### src/rtl/control_actuadores.sv
// Fan/heater actuator sequencer: mutual exclusion, dead time, min on/off, max on-time lockout.
// Optional statistics outputs enabled by defining CTRL_ACT_ESTADISTICAS_EN.
module control_actuadores #(
    parameter int unsigned T_MIN_ON  = 8,
    parameter int unsigned T_MIN_OFF = 16,
    parameter int unsigned T_MUERTO  = 4,
    parameter int unsigned T_MAX_ON  = 64,
    parameter int unsigned CNT_W     = 16
) (
    input  logic       clk,
    input  logic       arst_n,
    input  logic       pide_ventilador,
    input  logic       pide_calefactor,
    output logic       en_ventilador,
    output logic       en_calefactor,
    output logic [2:0] estado,
    output logic       conflicto,
    output logic       falla
`ifdef CTRL_ACT_ESTADISTICAS_EN
    ,
    output logic [7:0] act_ventilador,
    output logic [7:0] act_calefactor,
    output logic [7:0] falla_cnt
`endif
);

    typedef enum logic [2:0] {
        REPOSO = 3'b000,
        VENT   = 3'b001,
        CALE   = 3'b010,
        MUERTO = 3'b011,
        FALLA  = 3'b100
    } estado_e;

    localparam logic [CNT_W-1:0] MIN_ON_M1 = CNT_W'(T_MIN_ON - 1);
    localparam logic [CNT_W-1:0] MAX_ON_M1 = CNT_W'(T_MAX_ON - 1);
    localparam logic [CNT_W-1:0] MUERTO_M1 = CNT_W'(T_MUERTO - 1);
    localparam logic [CNT_W-1:0] MIN_OFF   = CNT_W'(T_MIN_OFF);
    localparam logic [CNT_W-1:0] CNT_MAX   = '1;

    estado_e          estado_q, estado_d;
    logic [CNT_W-1:0] cnt_q, cnt_d;
    logic [CNT_W-1:0] off_v_q, off_v_d;
    logic [CNT_W-1:0] off_c_q, off_c_d;
    logic             conflicto_q;

    always_comb begin
        estado_d = estado_q;
        case (estado_q)
            REPOSO: begin
                if (pide_ventilador && !pide_calefactor && off_v_q >= MIN_OFF)
                    estado_d = VENT;
                else if (pide_calefactor && !pide_ventilador && off_c_q >= MIN_OFF)
                    estado_d = CALE;
            end
            VENT: begin
                if (pide_ventilador && cnt_q == MAX_ON_M1)
                    estado_d = FALLA;
                else if (!pide_ventilador && cnt_q >= MIN_ON_M1)
                    estado_d = MUERTO;
            end
            CALE: begin
                if (pide_calefactor && cnt_q == MAX_ON_M1)
                    estado_d = FALLA;
                else if (!pide_calefactor && cnt_q >= MIN_ON_M1)
                    estado_d = MUERTO;
            end
            MUERTO: begin
                if (cnt_q >= MUERTO_M1)
                    estado_d = REPOSO;
            end
            FALLA: begin
                if (!pide_ventilador && !pide_calefactor &&
                    off_v_q >= MIN_OFF && off_c_q >= MIN_OFF)
                    estado_d = REPOSO;
            end
            default: estado_d = REPOSO;
        endcase
    end

    // State counter restarts on every transition and saturates otherwise.
    always_comb begin
        cnt_d = (cnt_q == CNT_MAX) ? cnt_q : cnt_q + 1'b1;
        if (estado_d != estado_q)
            cnt_d = '0;
    end

    // Off counters start at 1 on the turn-off edge, then count up to T_MIN_OFF while off.
    always_comb begin
        off_v_d = off_v_q;
        off_c_d = off_c_q;
        if (estado_q == VENT) begin
            if (estado_d != VENT)
                off_v_d = CNT_W'(1);
        end else if (off_v_q < MIN_OFF) begin
            off_v_d = off_v_q + 1'b1;
        end
        if (estado_q == CALE) begin
            if (estado_d != CALE)
                off_c_d = CNT_W'(1);
        end else if (off_c_q < MIN_OFF) begin
            off_c_d = off_c_q + 1'b1;
        end
    end

    always_ff @(posedge clk or negedge arst_n) begin
        if (!arst_n) begin
            estado_q    <= REPOSO;
            cnt_q       <= '0;
            off_v_q     <= MIN_OFF;
            off_c_q     <= MIN_OFF;
            conflicto_q <= 1'b0;
        end else begin
            estado_q    <= estado_d;
            cnt_q       <= cnt_d;
            off_v_q     <= off_v_d;
            off_c_q     <= off_c_d;
            conflicto_q <= pide_ventilador & pide_calefactor;
        end
    end

    assign estado        = estado_q;
    assign en_ventilador = (estado_q == VENT);
    assign en_calefactor = (estado_q == CALE);
    assign falla         = (estado_q == FALLA);
    assign conflicto     = conflicto_q;

`ifdef CTRL_ACT_ESTADISTICAS_EN
    logic [7:0] act_v_q, act_c_q, falla_cnt_q;

    always_ff @(posedge clk or negedge arst_n) begin
        if (!arst_n) begin
            act_v_q     <= '0;
            act_c_q     <= '0;
            falla_cnt_q <= '0;
        end else begin
            if (estado_q != VENT && estado_d == VENT && act_v_q != 8'hFF)
                act_v_q <= act_v_q + 1'b1;
            if (estado_q != CALE && estado_d == CALE && act_c_q != 8'hFF)
                act_c_q <= act_c_q + 1'b1;
            if (estado_q != FALLA && estado_d == FALLA && falla_cnt_q != 8'hFF)
                falla_cnt_q <= falla_cnt_q + 1'b1;
        end
    end

    assign act_ventilador = act_v_q;
    assign act_calefactor = act_c_q;
    assign falla_cnt      = falla_cnt_q;
`endif

endmodule

### config.mk
export PLATFORM = sky130hd
export DESIGN_NAME = control_actuadores
export DESIGN_NICKNAME = d
export VERILOG_FILES = /design/src/rtl/control_actuadores.sv
export SDC_FILE = /design/constraint.sdc
export NUM_CORES = 1
export LEC_CHECK = 0
export CAP_MARGIN = 10
export CORE_ASPECT_RATIO = 1.75
export CORE_MARGIN = 10
export CORE_UTILIZATION = 46
export DETAILED_ROUTE_END_ITERATION = 10
export PLACE_DENSITY = 0.73
export SYNTH_ARGS = -nofsm -noshare
export SYNTH_HDL_FRONTEND = slang
export SYNTH_SLANG_ARGS = --single-unit
### constraint.sdc
create_clock -name clk -period 3.65 [get_ports clk]
set_input_delay 0.73 -clock clk [delete_from_list [all_inputs] [get_ports clk]]
set_output_delay 0.73 -clock clk [all_outputs]
set_load 0.005 [all_outputs]
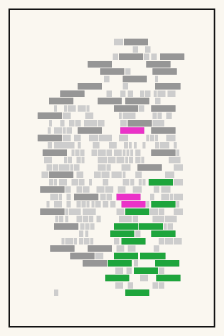
**Above:** register map, names as in the netlist.
Other sequential cells in the stronger gray, the rest of the logic in the fainter gray.
signal	color	flops
off_v_q	green	16
estado	magenta	3

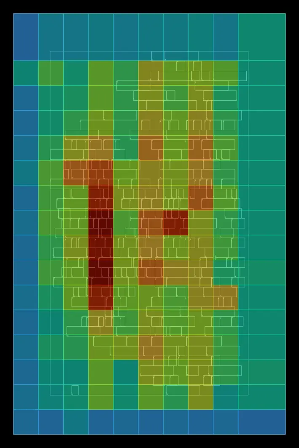
**Above:** routing congestion.
overall global routing resource usage: 10.9%
average detailed-routed wire length per instance: 14.6 um

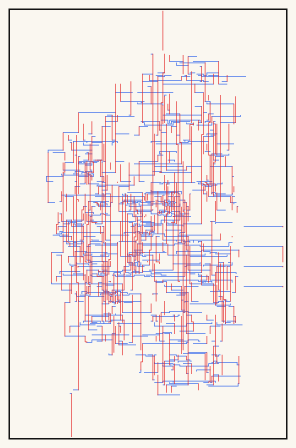
**Above:** signal wires by layer.
Only two layers are drawn.
layer	color	wire length
metal 1	blue	1,940 um
metal 2	red	2,270 um

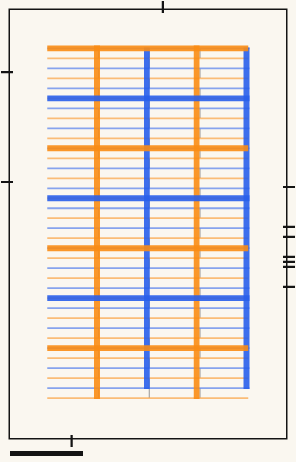
**Above:** floorplan with the power grid.
The bar under the picture is 20 um long. Pins as bars on the die edge. Tap cells in gray.
net	color
VSS	orange
VDD	blue
tap cells	55
rows	35
met5 straps	7
met4 straps	4
signal pins	11

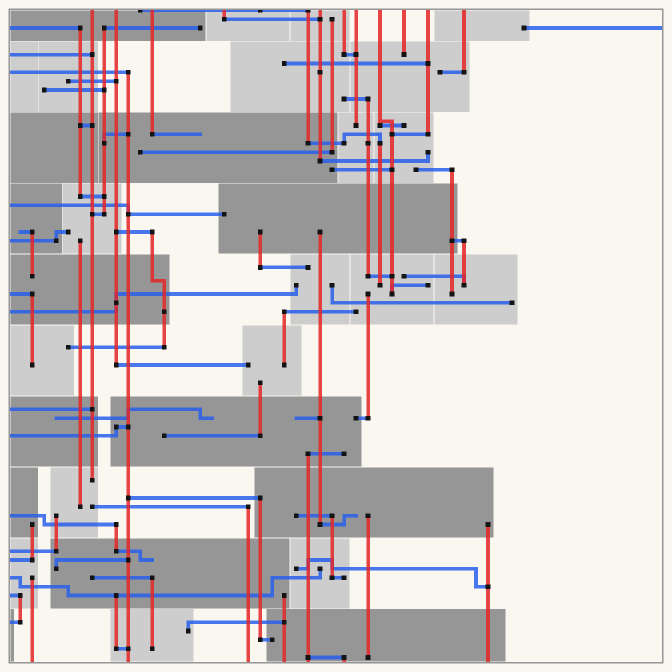
**Above:** layout detail.
Window x 44 to 69, y 17 to 42 um. Cells in gray, sequential cells in the stronger gray; small squares are vias.
layer	color
metal 1	blue
metal 2	red
netlist names of flops here include	off_v_q (7)
sequential cells in the window	7
most frequent	dfrtp_1 (6)
cells with their middle in the window	21

==> metrics.yaml <==
pwr:
  sequentialPowerShare_pct: 47.4
  pwr.group.clock_uw: 317
  power.static_leakage_uw: 0.00126
  switching_share_pct: 35.8
  power_frac_comb_pct: 32.5
  power_leader: "registers"
  pwr.group.combinational_uw: 511
yosys:
  synthFlopType: "sky130_fd_sc_hd__dfrtp_1"
  mux_area_share_pct: 0.817
  cells_in_synth_stat_txt: 233
  ys_sh_simple_pct: 27.6
  synthAoiAreaFrac_pct: 8.38
  async_reset_ff_share_pct: 100
  common_cells: "sky130_fd_sc_hd__dfrtp_1 (50), sky130_fd_sc_hd__nor2_1 (26), sky130_fd_sc_hd__nor2b_1 (17)"
  yosys-top-cells-area: "sky130_fd_sc_hd__dfrtp_1 (51%), sky130_fd_sc_hd__nor2b_1 (4.3%), sky130_fd_sc_hd__nor2_1 (4.0%)"
  syn-instance-count: 233
  synth-xor-area-share_pct: 4.65
  synth_adder_area_share_pct: 2.55
  netlist.area_leader.share_pct: 51.1
drt:
  drt-vias-per-instance: 5.77
  routed_wirelength_um: 4470
  drc_errors: 0
  postRouteAntennaNets: 0
timing:
  final-hold-violation-count: 0
  post_route_setup_tns_ns: 0
  finalSetupViolations: 0
  rsz_0062_raised_after_global_routing: "no"
  finalMaxSlewViolations: 0
clocking:
  postCtsResizedCells: 0
  tritoncts_num_sinks: 52
  cts_max_path_buffers: 2
  tritoncts: "done"
  cts_setup_buffers: 0
setup_path:
  timing.setup.critical_path_class: "flop to flop"
  worst_ep_required_time_ns: 3.90
  timing.critical_path.fanout_max: 16
  crit_end_category: "flop"
layout:
  finish.net_count: 259
  post_synthesis_to_final_layout_area_growth_pct: 10.6
  logic_area_um2: 1080
  layout_top_cell: "sky130_fd_sc_hd__dfrtp_1"
  lay_top_cells: "sky130_fd_sc_hd__dfrtp_1 (50), sky130_fd_sc_hd__nor2_1 (26), sky130_fd_sc_hd__nor2b_1 (17), sky130_fd_sc_hd__nand3_1 (13), sky130_fd_sc_hd__inv_1 (10)"
global_route:
  grt_start_max_net_pins: 38
  vias_in_the_first_global_route: 1753
floorplan:
  chipWidth_um: 75.2
job:
  max-cap-violations: 0
run_status:
  outcome: "finished, final reports clean"
worst max-delay path: stages (launching register included):
cell	delay [ns]
sky130_fd_sc_hd__dfrtp_1	0.43
sky130_fd_sc_hd__or4_4	0.56
sky130_fd_sc_hd__nor4_4	0.45
sky130_fd_sc_hd__a31oi_1	0.19
sky130_fd_sc_hd__or4_4	0.55
sky130_fd_sc_hd__a21oi_2	0.14
sky130_fd_sc_hd__buf_4	0.26
sky130_fd_sc_hd__o31a_1	0.16
per-stage QoR:
step	power, uW	cell area (um2)	setup WS, ns	util (%)	std cells
global route	1690	2710	0.675	52.0	306
CTS	1600	2710	0.881	52.0	306
global placement	1250	2620	0.764	50.3	298
floorplan	1120	2450	1.02	-	233
finish	1570	2710	0.858	52.0	306
detailed placement	1270	2620	0.706	50.3	298
state kept, by name, summed over array words and instances, names as in the netlist:
signal	flops
off_v_q	16
conflicto	1
cnt_q	16
off_c_q	16
estado	3
metal layers:
layer  global-route usage [%]  part of all wire [%]
met1                     12.5                    43
met2                     18.3                    51
met3                     3.06                   3.9
met4                     4.73                   1.9
met5                        0                     0
layout make-up:
type	instances	share of cell area, %
repair buffers	15	4.90
well taps	55	2.54
multi-input cells	166	39.8
clock inverters	2	0.600
inverters	10	1.39
flip-flops and latches	52	48.1
clock buffers	6	2.68
worst paths after layout:
path | from | end | slack [ns] | cells after the start
setup reg to reg | cnt_q[15] | off_v_q[0] | 0.86 | 7
hold reg to reg | off_v_q[14] | off_v_q[14] | 0.50 | 1
setup / recovery | cnt_q[15] | off_v_q[0] | 0.86 | 7
hold / removal | off_v_q[14] | off_v_q[14] | 0.50 | 1
min in group asynchronous | arst_n | off_v_q[13] | 0.52 | 1
max in group asynchronous | arst_n | off_c_q[4] | 2.34 | 2
No activity file was given, so power comes from the tool's default toggle rates.
